<file path="config.mk">
export PLATFORM = sky130hd
export DESIGN_NAME = conv2d_transpose
export DESIGN_NICKNAME = d
export VERILOG_FILES = /design/src/rtl/conv_pkg.sv /design/src/rtl/conv2d_transpose_acc_buf.sv /design/src/rtl/conv2d_transpose.sv
export SDC_FILE = /design/constraint.sdc
export NUM_CORES = 2
export LEC_CHECK = 0
export ABC_AREA = 1
export CAP_MARGIN = 20
export CORE_MARGIN = 2
export CORE_UTILIZATION = 35
export CTS_CLUSTER_DIAMETER = 200
export DETAILED_ROUTE_END_ITERATION = 8
export HOLD_SLACK_MARGIN = 0.02
export PLACE_DENSITY = 0.6
export SLEW_MARGIN = 10
export SYNTH_ARGS = -nofsm -noshare
export SYNTH_HDL_FRONTEND = slang
export SYNTH_SLANG_ARGS = --single-unit
</file>
<file path="constraint.sdc">
create_clock -name clk -period 14.5 [get_ports clk]
set_input_delay 2.9 -clock clk [delete_from_list [all_inputs] [get_ports clk]]
set_output_delay 2.9 -clock clk [all_outputs]
set_load 0.01 [all_outputs]
</file>
<file path="src/rtl/conv_pkg.sv">
// Shared definitions for the conv2d_transpose engine.
// Contents: FSM state enum, default datapath widths, weight width, and helpers
// for the output map dimensions and index widths.
package conv_pkg;

   typedef enum logic [2:0] {
      ST_IDLE    = 3'd0,
      ST_CLEAR   = 3'd1,
      ST_ACCEPT  = 3'd2,
      ST_SCATTER = 3'd3,
      ST_DRAIN   = 3'd4
   } state_e;

   localparam int unsigned DEF_DATA_W = 16;
   localparam int unsigned DEF_ACC_W  = 32;
   localparam int unsigned WGT_W      = 8;

   // Full-padding, stride-1 transposed convolution grows each side by KERNEL-1.
   function automatic int unsigned out_dim(input int unsigned in_dim, input int unsigned k);
      return in_dim + k - 1;
   endfunction

   // Counter/index width that never collapses to zero bits.
   function automatic int unsigned idx_w(input int unsigned n);
      return (n > 1) ? $clog2(n) : 1;
   endfunction

endpackage

</file>
<file path="src/rtl/conv2d_transpose_acc_buf.sv">
// Accumulation buffer for conv2d_transpose: N_ENT x ACC_W register array with
// one shared read-modify-write port (combinational read, synchronous write).
// Ports:
//   clk        clock
//   addr_i     entry address (shared by clear, accumulate and drain read)
//   clr_i      write zero to addr_i
//   acc_i      write rd_data_o + addend_i to addr_i
//   addend_i   value to accumulate
//   rd_data_o  combinational read of addr_i
// Optional macro: CONV2DT_SAT_EN selects clamping accumulation instead of wraparound.
module conv2d_transpose_acc_buf #(
   parameter int unsigned N_ENT  = 36,
   parameter int unsigned ACC_W  = 32,
   parameter int unsigned ADDR_W = 6
) (
   input  logic              clk,
   input  logic [ADDR_W-1:0] addr_i,
   input  logic              clr_i,
   input  logic              acc_i,
   input  logic [ACC_W-1:0]  addend_i,
   output logic [ACC_W-1:0]  rd_data_o
);

   logic [ACC_W-1:0] mem_q [N_ENT];
   logic [ACC_W-1:0] sum_d;

   assign rd_data_o = mem_q[addr_i];

`ifdef CONV2DT_SAT_EN
   // Carry out clamps to all-ones; a clamped entry stays clamped since addends are unsigned.
   logic [ACC_W:0] wide_sum;
   always_comb begin
      wide_sum = {1'b0, rd_data_o} + {1'b0, addend_i};
      sum_d    = wide_sum[ACC_W] ? '1 : wide_sum[ACC_W-1:0];
   end
`else
   always_comb sum_d = rd_data_o + addend_i;
`endif

   // Contents are not reset; the CLEAR phase zeroes every entry before use.
   always_ff @(posedge clk) begin
      if (clr_i) begin
         mem_q[addr_i] <= '0;
      end else if (acc_i) begin
         mem_q[addr_i] <= sum_d;
      end
   end

endmodule

</file>
<file path="src/rtl/conv2d_transpose.sv">
// Streaming transposed-convolution engine (stride 1, full padding).
// Each input pixel is multiplied by a latched KERNEL x KERNEL weight set and
// scatter-accumulated into an OUT_H x OUT_W buffer, which is then drained
// row-major as a valid/ready stream.
// Ports:
//   clk, rst_n      clock, asynchronous active-low reset
//   start_i         begin a job (honoured only in IDLE)
//   kernel_i        weights, element (i,j) at bits [(i*KERNEL+j)*8 +: 8]
//   in_valid_i/in_ready_o/in_data_i     input pixel stream, row-major
//   out_valid_o/out_ready_i/out_data_o/out_last_o  output stream, row-major
//   busy_o          high in every state except IDLE
//   done_o          one-cycle pulse after the final output handshake
// Optional macro: CONV2DT_SAT_EN enables saturating accumulation.
module conv2d_transpose
   import conv_pkg::*;
#(
   parameter int unsigned IN_HEIGHT = 4,
   parameter int unsigned IN_WIDTH  = 4,
   parameter int unsigned KERNEL    = 3,
   parameter int unsigned DATA_W    = DEF_DATA_W,
   parameter int unsigned ACC_W     = DEF_ACC_W
) (
   input  logic                            clk,
   input  logic                            rst_n,
   input  logic                            start_i,
   input  logic [KERNEL*KERNEL*WGT_W-1:0]  kernel_i,
   input  logic                            in_valid_i,
   output logic                            in_ready_o,
   input  logic [DATA_W-1:0]               in_data_i,
   output logic                            out_valid_o,
   input  logic                            out_ready_i,
   output logic [ACC_W-1:0]                out_data_o,
   output logic                            out_last_o,
   output logic                            busy_o,
   output logic                            done_o
);

   localparam int unsigned OUT_H  = out_dim(IN_HEIGHT, KERNEL);
   localparam int unsigned OUT_W  = out_dim(IN_WIDTH, KERNEL);
   localparam int unsigned N_OUT  = OUT_H * OUT_W;
   localparam int unsigned ADDR_W = idx_w(N_OUT);
   localparam int unsigned ROW_W  = idx_w(IN_HEIGHT);
   localparam int unsigned COL_W  = idx_w(IN_WIDTH);
   localparam int unsigned K_W    = idx_w(KERNEL);
   localparam int unsigned KK     = KERNEL * KERNEL;
   localparam int unsigned KK_W   = idx_w(KK);
   localparam int unsigned PROD_W = DATA_W + WGT_W;

   state_e              state_q, state_d;
   logic [WGT_W-1:0]    kern_q [KK];
   logic [WGT_W-1:0]    kern_d [KK];
   logic [DATA_W-1:0]   pix_q, pix_d;
   logic [ROW_W-1:0]    row_q, row_d;
   logic [COL_W-1:0]    col_q, col_d;
   logic [K_W-1:0]      ki_q, ki_d;
   logic [K_W-1:0]      kj_q, kj_d;
   logic [ADDR_W-1:0]   cnt_q, cnt_d;
   logic                in_ready_q, in_ready_d;
   logic                out_valid_q, out_valid_d;
   logic [ACC_W-1:0]    out_data_q, out_data_d;
   logic                out_last_q, out_last_d;
   logic                busy_q, busy_d;
   logic                done_q, done_d;

   logic [ADDR_W-1:0]   buf_addr;
   logic                buf_clr;
   logic                buf_acc;
   logic [ACC_W-1:0]    buf_rd;
   logic [ACC_W-1:0]    addend;
   logic [PROD_W-1:0]   prod;
   logic [KK_W-1:0]     kidx;
   logic [ADDR_W-1:0]   scat_addr;
   logic                fire;

   // Scatter datapath: weight select, product and target address for (row+i, col+j).
   always_comb begin
      kidx      = KK_W'(32'(ki_q) * KERNEL + 32'(kj_q));
      prod      = PROD_W'(pix_q) * PROD_W'(kern_q[kidx]);
      addend    = ACC_W'(prod);
      scat_addr = ADDR_W'((32'(row_q) + 32'(ki_q)) * OUT_W + 32'(col_q) + 32'(kj_q));
   end

   conv2d_transpose_acc_buf #(
      .N_ENT  (N_OUT),
      .ACC_W  (ACC_W),
      .ADDR_W (ADDR_W)
   ) u_acc_buf (
      .clk       (clk),
      .addr_i    (buf_addr),
      .clr_i     (buf_clr),
      .acc_i     (buf_acc),
      .addend_i  (addend),
      .rd_data_o (buf_rd)
   );

   // Next-state and registered-output logic.
   always_comb begin
      state_d     = state_q;
      kern_d      = kern_q;
      pix_d       = pix_q;
      row_d       = row_q;
      col_d       = col_q;
      ki_d        = ki_q;
      kj_d        = kj_q;
      cnt_d       = cnt_q;
      out_valid_d = out_valid_q;
      out_data_d  = out_data_q;
      out_last_d  = out_last_q;
      done_d      = 1'b0;
      buf_addr    = cnt_q;
      buf_clr     = 1'b0;
      buf_acc     = 1'b0;
      fire        = out_valid_q && out_ready_i;

      case (state_q)
         ST_IDLE: begin
            if (start_i) begin
               for (int k = 0; k < int'(KK); k++) begin
                  kern_d[k] = kernel_i[k*int'(WGT_W) +: WGT_W];
               end
               row_d   = '0;
               col_d   = '0;
               cnt_d   = '0;
               state_d = ST_CLEAR;
            end
         end
         ST_CLEAR: begin
            buf_clr = 1'b1;
            if (cnt_q == ADDR_W'(N_OUT - 1)) begin
               cnt_d   = '0;
               state_d = ST_ACCEPT;
            end else begin
               cnt_d = cnt_q + ADDR_W'(1);
            end
         end
         ST_ACCEPT: begin
            if (in_valid_i && in_ready_q) begin
               pix_d   = in_data_i;
               ki_d    = '0;
               kj_d    = '0;
               state_d = ST_SCATTER;
            end
         end
         ST_SCATTER: begin
            buf_addr = scat_addr;
            buf_acc  = 1'b1;
            if (kj_q == K_W'(KERNEL - 1)) begin
               kj_d = '0;
               if (ki_q == K_W'(KERNEL - 1)) begin
                  ki_d = '0;
                  if (col_q == COL_W'(IN_WIDTH - 1)) begin
                     col_d = '0;
                     if (row_q == ROW_W'(IN_HEIGHT - 1)) begin
                        row_d   = '0;
                        cnt_d   = '0;
                        state_d = ST_DRAIN;
                     end else begin
                        row_d   = row_q + ROW_W'(1);
                        state_d = ST_ACCEPT;
                     end
                  end else begin
                     col_d   = col_q + COL_W'(1);
                     state_d = ST_ACCEPT;
                  end
               end else begin
                  ki_d = ki_q + K_W'(1);
               end
            end else begin
               kj_d = kj_q + K_W'(1);
            end
         end
         ST_DRAIN: begin
            // cnt_q is the next entry to load into the output register; the
            // single buffer port costs one load cycle on entry.
            buf_addr = cnt_q;
            if (out_valid_q && out_last_q) begin
               if (fire) begin
                  out_valid_d = 1'b0;
                  out_last_d  = 1'b0;
                  out_data_d  = '0;
                  done_d      = 1'b1;
                  state_d     = ST_IDLE;
               end
            end else if (!out_valid_q || fire) begin
               out_valid_d = 1'b1;
               out_data_d  = buf_rd;
               out_last_d  = (cnt_q == ADDR_W'(N_OUT - 1));
               cnt_d       = cnt_q + ADDR_W'(1);
            end
         end
         default: state_d = ST_IDLE;
      endcase

      in_ready_d = (state_d == ST_ACCEPT);
      busy_d     = (state_d != ST_IDLE);
   end

   // Control state and registered outputs.
   always_ff @(posedge clk or negedge rst_n) begin
      if (!rst_n) begin
         state_q     <= ST_IDLE;
         row_q       <= '0;
         col_q       <= '0;
         ki_q        <= '0;
         kj_q        <= '0;
         cnt_q       <= '0;
         in_ready_q  <= 1'b0;
         out_valid_q <= 1'b0;
         out_data_q  <= '0;
         out_last_q  <= 1'b0;
         busy_q      <= 1'b0;
         done_q      <= 1'b0;
      end else begin
         state_q     <= state_d;
         row_q       <= row_d;
         col_q       <= col_d;
         ki_q        <= ki_d;
         kj_q        <= kj_d;
         cnt_q       <= cnt_d;
         in_ready_q  <= in_ready_d;
         out_valid_q <= out_valid_d;
         out_data_q  <= out_data_d;
         out_last_q  <= out_last_d;
         busy_q      <= busy_d;
         done_q      <= done_d;
      end
   end

   // Datapath holding registers; only meaningful once loaded by the FSM.
   always_ff @(posedge clk) begin
      kern_q <= kern_d;
      pix_q  <= pix_d;
   end

   assign in_ready_o  = in_ready_q;
   assign out_valid_o = out_valid_q;
   assign out_data_o  = out_data_q;
   assign out_last_o  = out_last_q;
   assign busy_o      = busy_q;
   assign done_o      = done_q;

endmodule
</file>
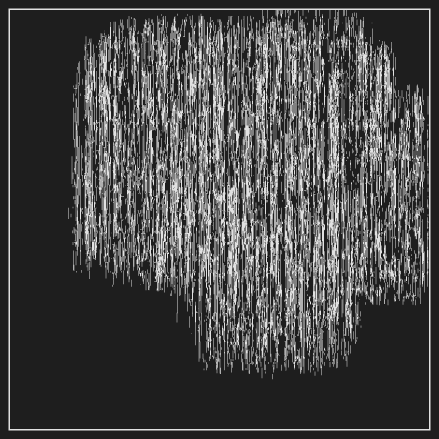
Fig. 1. Metal 2.
- wire length on this layer: 74.7 mm
- nets with wire on the layer: 3661
- main direction: vertical
- share of all routed wire: 47%
Post-Route WL: 160000 um
met2 GRT Util: 31.8%
Via Count: 35100

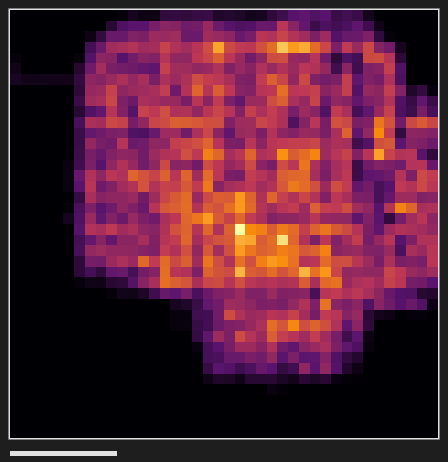
Fig. 2. Wiring heat map.
Bar = 100 um. The die is cut into 40 by 40 equal tiles; black is low, pale yellow is high, scaled to the fullest tile. Values are wire area over tile area, all layers added.
- nearly empty tiles: 36%
- densest ninth of the die: centre
- mean over tiles: 0.17
- emptiest ninth of the die: south-west
- tiles over half the peak: 16%
- fullest tile: 0.65

==> changes_impl.md <==
### Changed

- Cell area after synthesis: 0.0546 sq mm
- Vias in the first global route: 34300
- Seq share, synth: 70.7%
- Setup crit start kind: flip-flop
- Kind of critical path: reg -> reg
- Clk_lat worst skew: 0.77 ns
- # diodes: 3
- YS warnings: 0
- Registers: 1294
- FF-to-FF path depth: 34
- Setup slack at placement: 3.98 ns
- Pin count of the biggest net entering global routing: 104
- Slew Limit Fails: 0
- Mux share: 0%
- Hold Path Sink: kj_q[0]
- Max cap viols: 0
- Drc violations: 0
- Clock buf/inv share: 6.97%
- Chip area in the Yosys report: 0.0546 sq mm
- Min Tclk post-route: 10.22 ns
- Synth Flop Type: edfxtp_1
- CP peak stage delay: 0.90 ns
- Top cells, area: edfxtp_1 68%, nand2_1 6.5%, fa_1 4.1%
- Flop-to-flop setup slack: 4.28 ns
- Hold Crit Depth: 1
- Placed inst area: 0.0588 sq mm
- Synth Instances: 4216
- Worst endpoint required time: 14.91 ns
- Asr flop ratio synth: 4.17%
- Period utilization: 70.5%
- Hold_sp: kj_q[1]
- Flip-flops with a built-in enable: 1240
- Share of layout cells above drive strength 1: 8.78%
- CTS Buf Count: 138
- Hold WC Path Type: reg -> reg
- Worst setup path endpoint: u_acc_buf.mem_q[32][29]
- Inverters excl. clock: 321
- Complex Gates by Area: 7.88%
- Syn Nets: 4485
- I/O pins: 130
- Row cnt: 144
- Avg WL per Cell: 24.4 um
- Synth area leader: edfxtp_1
- Die Area: 0.159 sq mm
- Endpoints failing hold: 0
- RePlAce Congestion: 0.863
- Critical path's slowest cell: nor2_4
- Worst Setup SP: ki_q[0]
- CTS resizes: 0
- Layout area overhead: 15.9%
- Dominant cell area share: 68.2%
- Combinational share of cell area: 22.7%
- Tool warnings: 41
- Most frequent cell after synthesis: edfxtp_1
- RSZ-0062 raised after global routing: false
- Nonclk buf count: 230
- Top cells by count: 1240 x edfxtp_1, 950 x nand2_1, 356 x nor2_1
- Fill cell count: 14200
- Status: completed
- Final Net Count: 4667
- Register fraction of the total cell area: 61.0%
- DPL Wire Length: 91000 um
- Root buf cell: clkbuf_16
- Worst hold slack: 0.463 ns
- Simple share: 11.8%
- Non-clk buf share: 3.43%
- Worst Path Arrival: 10.63 ns
- Mean Syn Cell Area: 13.0 sq um
- Chip Height: 399 um
- Rel. slew slack: 22.3%
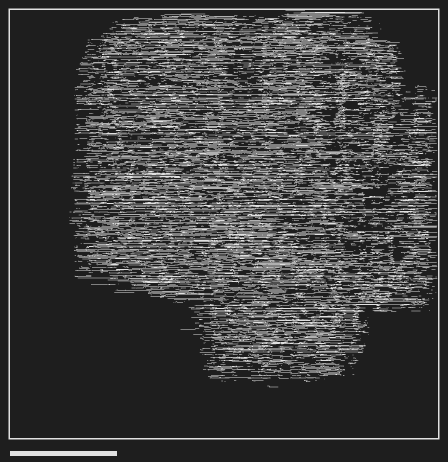
Fig. 3. Metal 1.
Bar = 100 um.
- longest straight run: 177 um
- wire length on this layer: 65.1 mm
- nets with wire on the layer: 4428
- main direction: horizontal
- share of all routed wire: 41%

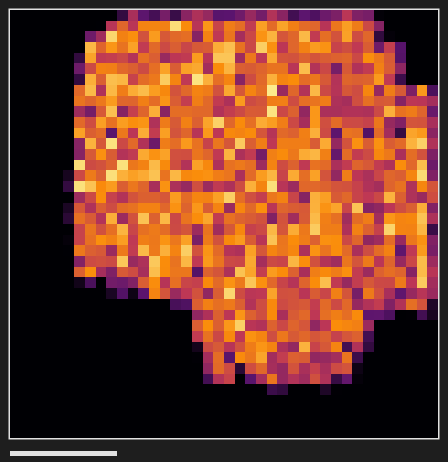
Fig. 4. Cell density map.
Bar = 100 um. The die is cut into 40 by 40 equal tiles; black is low, pale yellow is high, 0 to 100% covered.
- emptiest ninth of the die: south-west
- nearly empty tiles: 36%
- tiles over 75% full: 12%
- mean over tiles: 38%
Util after Layout: 40.9%
Floorplan Utilization: 35.3%

critical path: cells and delay by family (launching register included):
kind                     cells  cell delay (ns)
AND-OR/OR-AND                6             1.29
AND/OR/NAND/NOR             11             3.11
adder cells (fa/ha/maj)      9             3.94
buffers and inverters        8             1.10
flip-flops                   1             0.40
flip-flops by register name, indices dropped and copies added, names as in the netlist, 2 cells and up:
signal	count
state_q	3
ki_q	2
out_data_o	32
kern_q	72
row_q	2
cnt_q	6
kj_q	2
pix_q	16
u_acc_buf.mem_q	1152
col_q	2
layout by cell type (no fill, tap or decap), types with 39 or more instances in the layout:
| master | synthesis | layout |
|---|---|---|
| ha_1 | 64 | 64 |
| o21ai_0 | 136 | 136 |
| nor2_1 | 356 | 290 |
| dfrtp_1 | 54 | 54 |
| fa_1 | 112 | 112 |
| a21oi_1 | 102 | 94 |
| nand2_1 | 950 | 949 |
| inv_1 | 315 | 315 |
| clkdlybuf4s50_1 | 0 | 128 |
| clkbuf_16 | 0 | 139 |
| nand3_1 | 111 | 111 |
| a22oi_1 | 290 | 290 |
| edfxtp_1 | 1240 | 1240 |
| buf_4 | 24 | 90 |
| nor2_4 | 2 | 51 |
| o22ai_1 | 39 | 39 |
| nand4_1 | 103 | 103 |
metal layers:
metal	global-route usage, %	share of wire (%)
met1	26.6	41
met2	31.8	47
met3	4.53	9.6
met4	6.14	2.9
met5	0	0.013
